`src/rtl/uart_pkg.sv`:
```
// Shared UART definitions for the receive and transmit paths.
// Holds the receiver state encoding, the oversampling ratio and the
// helper that turns a prescale value into a bit period in clock cycles.
package uart_pkg;

  typedef enum logic [2:0] {
    IDLE,
    START,
    DATA,
    STOP,
    WAIT_IDLE
  } rx_state_e;

  localparam int unsigned OVERSAMPLE = 8;

  // Bit period in clock cycles; a prescale of zero behaves like one.
  function automatic int unsigned bit_period(input int unsigned prescale);
    return ((prescale == 32'd0) ? 32'd1 : prescale) * OVERSAMPLE;
  endfunction

endpackage

```
`src/rtl/sync_2ff.sv`:
```
// Two-flop synchroniser for asynchronous inputs.
// Ports:
//   clk_i   destination clock
//   rst_ni  asynchronous active-low reset; both stages reset to all ones
//   d_i     asynchronous input
//   q_o     synchronised output, two clk_i cycles behind d_i
module sync_2ff #(
  parameter int unsigned WIDTH = 1
) (
  input  logic             clk_i,
  input  logic             rst_ni,
  input  logic [WIDTH-1:0] d_i,
  output logic [WIDTH-1:0] q_o
);

  logic [WIDTH-1:0] meta_q;
  logic [WIDTH-1:0] sync_q;

  always_ff @(posedge clk_i or negedge rst_ni) begin
    if (!rst_ni) begin
      meta_q <= '1;
      sync_q <= '1;
    end else begin
      meta_q <= d_i;
      sync_q <= meta_q;
    end
  end

  assign q_o = sync_q;

endmodule

```
`src/rtl/uart_rx_axis.sv`:
```
// 8N1 UART receiver with an AXI-Stream style valid/ready byte output.
// Ports:
//   clk_i, rst_ni       clock, asynchronous active-low reset
//   rxd_i               serial line (idle high, asynchronous)
//   prescale_i          bit period = prescale_i * 8 clk_i cycles
//   m_axis_tdata_o      received byte
//   m_axis_tvalid_o     tdata holds an unconsumed byte
//   m_axis_tready_i     consumer accepts on tvalid && tready
//   busy_o              a frame is in progress
//   overrun_error_o     one-cycle pulse: byte dropped, output still full
//   frame_error_o       one-cycle pulse: stop bit sampled low
module uart_rx_axis
  import uart_pkg::*;
#(
  parameter int unsigned DATA_WIDTH     = 8,
  parameter int unsigned PRESCALE_WIDTH = 16
) (
  input  logic                      clk_i,
  input  logic                      rst_ni,
  input  logic                      rxd_i,
  input  logic [PRESCALE_WIDTH-1:0] prescale_i,
  output logic [DATA_WIDTH-1:0]     m_axis_tdata_o,
  output logic                      m_axis_tvalid_o,
  input  logic                      m_axis_tready_i,
  output logic                      busy_o,
  output logic                      overrun_error_o,
  output logic                      frame_error_o
);

  localparam int unsigned CNT_W  = PRESCALE_WIDTH + 3;
  localparam int unsigned BIDX_W = $clog2(DATA_WIDTH);

  logic                      rxd_s;
  rx_state_e                 state_q, state_d;
  logic [CNT_W-1:0]          cnt_q, cnt_d;
  logic [BIDX_W-1:0]         bidx_q, bidx_d;
  logic [DATA_WIDTH-1:0]     shift_q, shift_d;
  logic [PRESCALE_WIDTH-1:0] presc_q, presc_d;
  logic [DATA_WIDTH-1:0]     tdata_q, tdata_d;
  logic                      tvalid_q, tvalid_d;
  logic                      busy_q, busy_d;
  logic                      ovr_q, ovr_d;
  logic                      fe_q, fe_d;

  logic                      cnt_zero;
  logic [CNT_W-1:0]          full_m1;
  logic [CNT_W-1:0]          half_m1;

  sync_2ff #(
    .WIDTH (1)
  ) u_sync (
    .clk_i  (clk_i),
    .rst_ni (rst_ni),
    .d_i    (rxd_i),
    .q_o    (rxd_s)
  );

  // Full bit uses the latched prescale; the half bit is taken live because
  // it is loaded on the very cycle the prescale gets latched.
  assign cnt_zero = (cnt_q == '0);
  assign full_m1  = CNT_W'(bit_period(32'(presc_q)) - 32'd1);
  assign half_m1  = CNT_W'((bit_period(32'(prescale_i)) / 32'd2) - 32'd1);

  // State and datapath registers.
  always_ff @(posedge clk_i or negedge rst_ni) begin
    if (!rst_ni) begin
      state_q  <= IDLE;
      cnt_q    <= '0;
      bidx_q   <= '0;
      shift_q  <= '0;
      presc_q  <= PRESCALE_WIDTH'(1);
      tdata_q  <= '0;
      tvalid_q <= 1'b0;
      busy_q   <= 1'b0;
      ovr_q    <= 1'b0;
      fe_q     <= 1'b0;
    end else begin
      state_q  <= state_d;
      cnt_q    <= cnt_d;
      bidx_q   <= bidx_d;
      shift_q  <= shift_d;
      presc_q  <= presc_d;
      tdata_q  <= tdata_d;
      tvalid_q <= tvalid_d;
      busy_q   <= busy_d;
      ovr_q    <= ovr_d;
      fe_q     <= fe_d;
    end
  end

  // Next-state, counters, shift register and output handshake.
  always_comb begin
    state_d  = state_q;
    cnt_d    = cnt_q;
    bidx_d   = bidx_q;
    shift_d  = shift_q;
    presc_d  = presc_q;
    tdata_d  = tdata_q;
    tvalid_d = tvalid_q && !m_axis_tready_i;
    ovr_d    = 1'b0;
    fe_d     = 1'b0;

    unique case (state_q)
      IDLE: begin
        if (!rxd_s) begin
          presc_d = (prescale_i == '0) ? PRESCALE_WIDTH'(1) : prescale_i;
          cnt_d   = half_m1;
          state_d = START;
        end
      end
      START: begin
        if (!cnt_zero) begin
          cnt_d = cnt_q - CNT_W'(1);
        end else if (rxd_s) begin
          state_d = IDLE;
        end else begin
          cnt_d   = full_m1;
          bidx_d  = '0;
          state_d = DATA;
        end
      end
      DATA: begin
        if (!cnt_zero) begin
          cnt_d = cnt_q - CNT_W'(1);
        end else begin
          // LSB arrives first, so shifting in at the MSB leaves it at bit 0.
          shift_d = {rxd_s, shift_q[DATA_WIDTH-1:1]};
          cnt_d   = full_m1;
          bidx_d  = bidx_q + BIDX_W'(1);
          if (bidx_q == BIDX_W'(DATA_WIDTH - 1)) begin
            state_d = STOP;
          end
        end
      end
      STOP: begin
        if (!cnt_zero) begin
          cnt_d = cnt_q - CNT_W'(1);
        end else if (rxd_s) begin
          // Output slot is free if empty or being drained this cycle.
          if (!tvalid_q || m_axis_tready_i) begin
            tdata_d  = shift_q;
            tvalid_d = 1'b1;
          end else begin
            ovr_d = 1'b1;
          end
          state_d = IDLE;
        end else begin
          fe_d    = 1'b1;
          state_d = WAIT_IDLE;
        end
      end
      WAIT_IDLE: begin
        // Hold off until the line idles so a break cannot retrigger.
        if (rxd_s) begin
          state_d = IDLE;
        end
      end
      default: state_d = IDLE;
    endcase
  end

  assign busy_d          = (state_d != IDLE);
  assign m_axis_tdata_o  = tdata_q;
  assign m_axis_tvalid_o = tvalid_q;
  assign busy_o          = busy_q;
  assign overrun_error_o = ovr_q;
  assign frame_error_o   = fe_q;

endmodule

```
`config.mk`:
```
export PLATFORM = sky130hd
export DESIGN_NAME = uart_rx_axis
export DESIGN_NICKNAME = d
export VERILOG_FILES = /design/src/rtl/uart_pkg.sv /design/src/rtl/sync_2ff.sv /design/src/rtl/uart_rx_axis.sv
export SDC_FILE = /design/constraint.sdc
export NUM_CORES = 1
export LEC_CHECK = 0
export CORE_MARGIN = 5
export CORE_UTILIZATION = 35
export CTS_BUF_LIST = sky130_fd_sc_hd__clkbuf_16
export DETAILED_ROUTE_END_ITERATION = 10
export GPL_ROUTABILITY_DRIVEN = 0
export PLACE_DENSITY = 0.58
export SLEW_MARGIN = 20
export SYNTH_ARGS = -nofsm -noshare
export SYNTH_HDL_FRONTEND = slang
export SYNTH_SLANG_ARGS = --single-unit
```
`constraint.sdc`:
```
create_clock -name clk_i -period 3.3 [get_ports clk_i]
set_input_delay 0.99 -clock clk_i [delete_from_list [all_inputs] [get_ports clk_i]]
set_output_delay 0.99 -clock clk_i [all_outputs]
set_load 0.01 [all_outputs]
```
Fig. 1: routing congestion
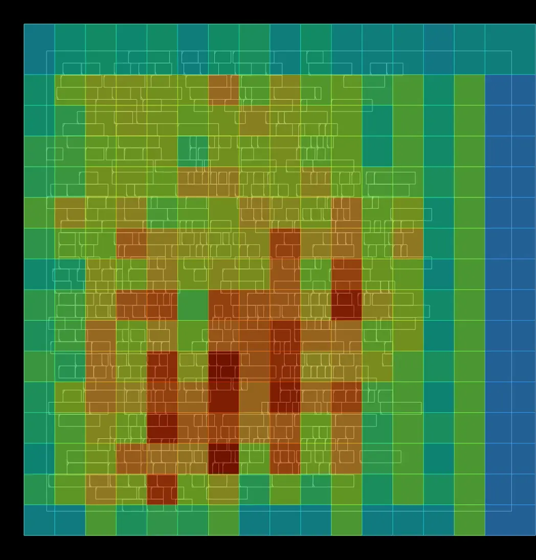
wire per inst: 17.15 um
total track usage: 17.01%
met3 Track Usage GR: 2.421%

==> ci_impl_report.md <==
### Metrics collected by this job

| Metric | Value |
|---|---|
| RSZ-0062 raised after global routing | `yes` |
| Initial Utilization | `35.65%` |
| Startpoint Class | `input port` |
| Initial antenna violation count | `0` |
| Min Tclk post-route | `3.253 ns` |
| Worst hold path class | `reg2reg` |
| Synth unique cells | `59` |
| Total gr overflow | `0` |
| Drt via density | `5.565` |
| ANT cells | `0` |
| Ys Warns | `0` |
| Power per cell area | `448.8 mW/mm^2` |
| Met1 Track Usage GR | `23.59%` |
| H-tree levels | `3` |
| Clock Path Buffers | `2` |
| Status | `finished clean` |
| Mapped Area | `0.003847 mm^2` |
| Tool warnings | `27` |
| Seq/Total Area, Yosys | `41.07%` |
| Vias | `3456` |
| Post-Synth AOI/OAI Area | `16.16%` |
| DP HPWL | `7782 um` |
| First-pass GRT wire length | `17930 um` |
| Fill count | `1022` |
| Syn avg cell area | `9.453 um^2` |
| Commonest flop | `dfrtp_1` |
| Reg clk slew, reported paths | `0.06 ns` |
| PostCTS Resize Cnt | `4` |
| Die width | `114.8 um` |
| VDD IR-drop max | `222.9 uV` |
| Postcts setup bufs | `0` |
| Setup_tns | `0 ns` |
| Core region area | `0.01079 mm^2` |
| Top cells excl fill/tap | `dfrtp_1 (60), buf_4 (44), nand2_1 (38)` |
| FP Rows | `38` |
| Largest net degree at the start of global routing | `36` |
| Cells after synthesis | `407` |
| Routed Antenna Nets | `0` |
| Synth async-reset ratio | `100.0%` |
| TritonCTS clock tree | `yes` |
| # Cells Yosys | `407` |
| Yosys Chip Area | `0.003847 mm^2` |
| Fin crit share | `98.58%` |
| Final net count | `501` |
| Final hold vios | `0` |
| Root Driver | `clkbuf_16` |
| Tightest Pin Transition | `1.073 ns` |
| Synth mux share | `11.67%` |
| Placed instance area | `0.004617 mm^2` |
| First-pass detailed-route iteration total | `5` |
| TritonCTS buffer count | `9` |
| Slew headroom | `28.46%` |
| Fmax | `0.3074 GHz` |
Fig. 2: cell sizes after repair
(4 px per um)
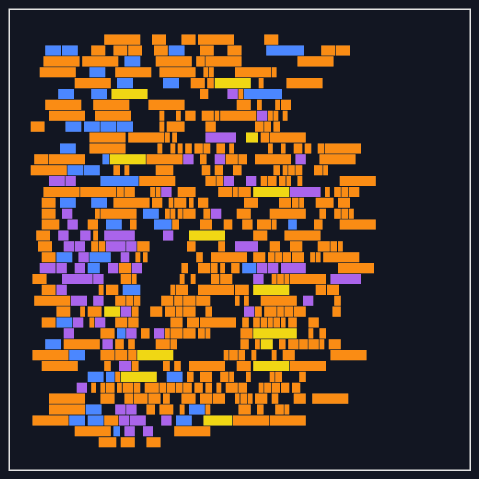
[yellow] _6 and larger | cells: 14 | share: 2.9%
[orange] _0 and _1 cells | cells: 364 | share: 76%
[blue] _2 cells | cells: 44 | share: 9.1%
[purple] _3 and _4 cells | cells: 59 | share: 12%
area grow syn2layout: 29.72%
Non-Clock Buffer Count: 76
Worst Slack Setup Final: 0.04690 ns
final instance area: 0.004991 mm^2

-- worst paths after layout --
check,from,end,slack [ns],depth (start not counted)
min,u_sync.meta_q$_DFF_PN1_,u_sync.q_o$_DFF_PN1_,0.36,0
max reg2reg,cnt_q[10]$_DFFE_PN0P_,cnt_q[10]$_DFFE_PN0P_,0.62,7
min reg2reg,u_sync.meta_q$_DFF_PN1_,u_sync.q_o$_DFF_PN1_,0.36,0
max,prescale_i[3],cnt_q[10]$_DFFE_PN0P_,0.05,12
min in group asynchronous,rst_ni,cnt_q[14]$_DFFE_PN0P_,0.71,1
max in group asynchronous,rst_ni,presc_q[0]$_DFFE_PN1P_,1.89,2
-- worst max-delay path: stages --
cell and delay (ns):
clkdlybuf4s50_1 0.42, or4_4 0.57, nor4_4 0.26, a21oi_2 0.10, ha_2 0.18, buf_4 0.14
inv_4 0.05, nor4_4 0.04, nand2_2 0.07, xor2_1 0.17, o32ai_1 0.11, a221o_1 0.36
-- state kept, by name (all words and copies together), names as in the netlist --
| register | cells |
|---|---|
| bidx_q | 3 |
| u_sync.q_o | 1 |
| u_sync.meta_q | 1 |
| m_axis_tdata_o | 8 |
| state_q | 3 |
| cnt_q | 19 |
| presc_q | 16 |
| busy_o | 1 |
| frame_error_o | 1 |
| m_axis_tvalid_o | 1 |
| overrun_error_o | 1 |
| shift_q | 8 |
-- cells in the mapped netlist, drive strengths merged (7+ instances only) --
| library cell | number | area, um^2 |
|---|---|---|
| xor2 | 8 | 70.07 |
| mux2 | 31 | 349.1 |
| xnor2 | 7 | 61.31 |
| o21ai | 25 | 125.1 |
| inv | 9 | 33.78 |
| dfrtp | 60 | 1501 |
| nand4 | 7 | 43.79 |
| a21oi | 22 | 110.1 |
| or4 | 8 | 60.06 |
| nand2 | 39 | 146.4 |
| clkbuf | 14 | 52.55 |
| nor4 | 18 | 161.4 |
| or3 | 8 | 50.05 |
| nor2 | 37 | 138.9 |
| nand3 | 14 | 82.58 |
| nor3 | 12 | 76.33 |
| mux2i | 10 | 100.1 |
-- stage by stage --
step	setup WS [ns]	utilization [%]	total power, mW
2_1_floorplan	0.1100	-	1.129
3_3_place_gp	-0.3808	42.78	1.259
3_5_place_dp	-0.4448	42.78	1.267
4_1_cts	0.02901	45.77	2.253
5_1_grt	-0.06977	46.24	2.338
6_report	0.04690	46.24	2.240
-- layout make-up --
cell class | instances | area [um^2] | share of cell area [%]
multi-input cells | 317 | 2233 | 44.75
repair buffers | 76 | 660.6 | 13.24
clock buffers | 9 | 225.2 | 4.512
well taps | 140 | 175.2 | 3.510
inverters | 9 | 36.28 | 0.7270
clock inverters | 7 | 80.08 | 1.604
flip-flops and latches | 63 | 1580 | 31.66
-- layer usage --
| metal | share of wire (%) | routed length (um) |
|---|---|---|
| met2 | 46 | 4932 |
| met5 | 0 | 0 |
| met4 | 1.5 | 161 |
| met3 | 4.3 | 453 |
| met1 | 48 | 5104 |
-- power breakdown --
group / total (mW) / internal [mW] / switching (mW)
combinational: 0.283 / 0.145 / 0.138
sequential: 0.979 / 0.851 / 0.128
clock: 0.978 / 0.595 / 0.383
total: 2.24 / 1.59 / 0.650
Power is estimated from default activity; no workload was simulated.
